Register map, names as in the netlist:
(2 px per um)
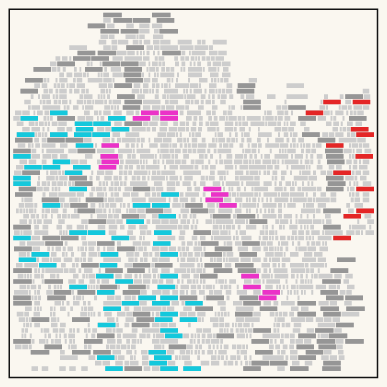
Nets reached from selected ports:
(2 px per um)
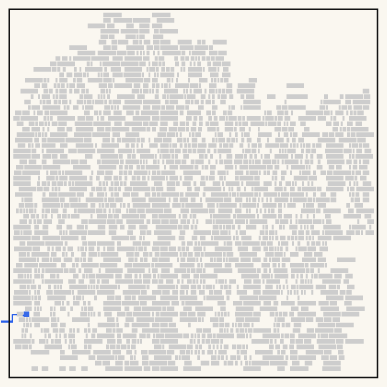
Cell density map:
(1.5 px per um) The die is cut into 18 by 18 equal tiles; dark purple is low, yellow is high, 0 to 100% covered.
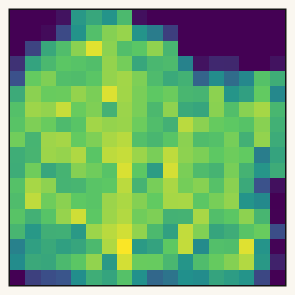
Clock wiring as the flow saved it:
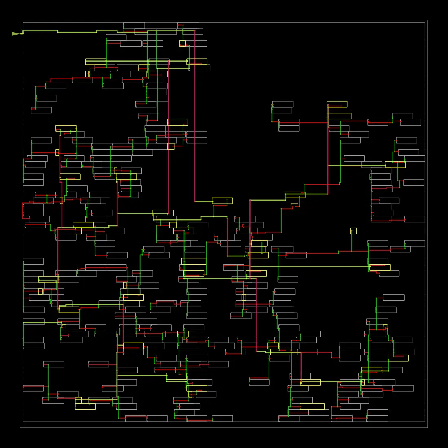
Logic cells by family:
(2 px per um)
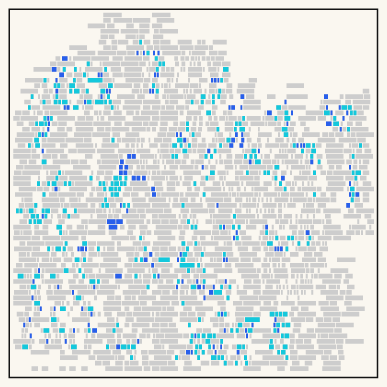
Design audio_synth_mixer_flat, sky130hd; sources not shown.
==> results.cfg <==
; implementation run metrics
[run_status]
outcome = completed

[sta]
fmax_mhz = 136.0
tns_ps = 0
unrepaired_setup_endpoints_after_global_routing = no
worst_slew_margin_rel_pct = 42.86
final.min_clock_period_ps = 7353
maxSlewViolCount = 0
final.period_utilization_pct = 92.50
worst_pin_slew_ps = 854.4

[routing]
met2_length_um = 20150
via_count = 14310
drt-wirelength-per-cell_um = 17.50
vias_per_cell = 5.909
detail_route.drc_violations = 0
antenna_left = 0
detailedRoute.firstPassIterationCount = 5

[synthesis]
synthAdderAreaFrac_pct = 17.92
synth_flop_count = 250
async_reset_ff_share_pct = 100.0
ys_warn_count = 0
synth_top_area_share_pct = 28.59
synth.largest_area_cell = dfrtp_1
enable_flop_cells = 0
synth_simple_gate_area_share_pct = 13.94
compound_area_share_pct = 14.76
syn_area_mm2 = 0.01908
mux_share_pct = 10.22
post_synthesis_net_count = 2208
yosys.cell_count.top_type = dfrtp_1

[grt]
grtUsageMet2_pct = 43.30
antenna_found_initial = 1
first_global_vias = 14140
gr_overflow_total = 0
grt.busiest_layer = met2
total_grt_usage_pct = 25.83
met1_usage_pct = 33.38

[placement]
placed_area_mm2 = 0.01976
finalWeightedCongestion = 0.8786

[clock_tree]
tritoncts_clock_tree = yes
cts.clk_slew.worst_paths_ps = 60
postCtsHoldBufs = 0
htree_levels = 1

[floorplanning]
chip_area_mm2 = 0.03362
std_cell_rows = 66

[setup_path]
cp_common_cell = fa_1
cp.arrival_ps = 7760
timing.critical_path.buf_inv = 2
setup.reg_to_reg.worst_slack_ps = 600
timing.critical_path.slowest_stage_cell = dfrtp_1
critical_path.max_stage_delay_ps = 740
worstSetupPathDepth = 27
criticalPathCategory = reg -> reg
critical_path_launch_point_type = register

[cells_and_area]
final_layout_size_suffix_gt1_share_pct = 13.59

[flow_run]
max_cap_viol_count = 0

[power_and_ir_drop]
ir_worst_vdd_uv = 195.6
## Picture notes: 'register map, names as in the netlist'
Key: `u_core.pdm_acc` = red [placed flops 12]; `u_core.g_voice.u_voice.vol` = magenta [placed flops 16]; `u_core.g_voice.u_voice.freq` = cyan [placed flops 64]
Another 158 sequential cells are not coloured.
sequential cell area share: 30.26%
power drawn by the sequential cells: 1.66 mW
area taken by flip-flops and latches: 0.006296 mm^2

## Picture notes: 'nets reached from selected ports'
Key: `reset` = blue [direction input, end cells 1, wire 7.40 um]
Top-Level Pins: 37
count of input and output buffers: 36

## Picture notes: 'cell density map'
11% of the tiles are nearly empty. 37% of the tiles are over 75% full. The mean over all tiles is 60%.
Core Area: 0.03245 mm^2
starting density of the core: 58.79%
Finished Core Util: 64.11%

## Picture notes: 'clock wiring as the flow saved it'
Latency at later pin: 570 ps
Num Clock Sinks: 250
layout sequential cell count: 250
power dissipated in the clock network: 1.36 mW

## Picture notes: 'logic cells by family'
Key: aoi and oai cells = cyan [cells 302, where all over the die]; nor cells = blue [cells 152, where all over the die]
final instance count without filler cells: 2422
Top cell excl fill/tap: dfrtp_1
combinational share of cell area: 57.53%

==> final cells by class <==
class | instances | area [um^2]
flip-flops and latches | 250 | 6296
fillers | 2565 | 11650
well taps | 442 | 553.0
repair buffers | 47 | 495.5
inverters | 135 | 510.5
clock buffers | 39 | 793.3
clock inverters | 15 | 186.4
diodes | 1 | 2.502
multi-input cells | 1493 | 11970
==> stage by stage <==
stage / power, mW / util (%) / std cells / hold WS (ps) / setup WS, ps
finish: 5.077 / 64.11 / 2422 / 334.4 / 596.5
global route: 5.434 / 64.10 / 2421 / 349.3 / 27.00
detailed placement: 3.712 / 60.89 / 2364 / 334.7 / 492.9
CTS: 5.098 / 63.91 / 2418 / 344.0 / 436.9
global placement: 3.620 / 60.83 / 2363 / 315.7 / 317.1
floorplan: 3.260 / - / 1952 / 303.1 / 1169
Power figures rest on the tool's default switching activity, not on a simulated workload.
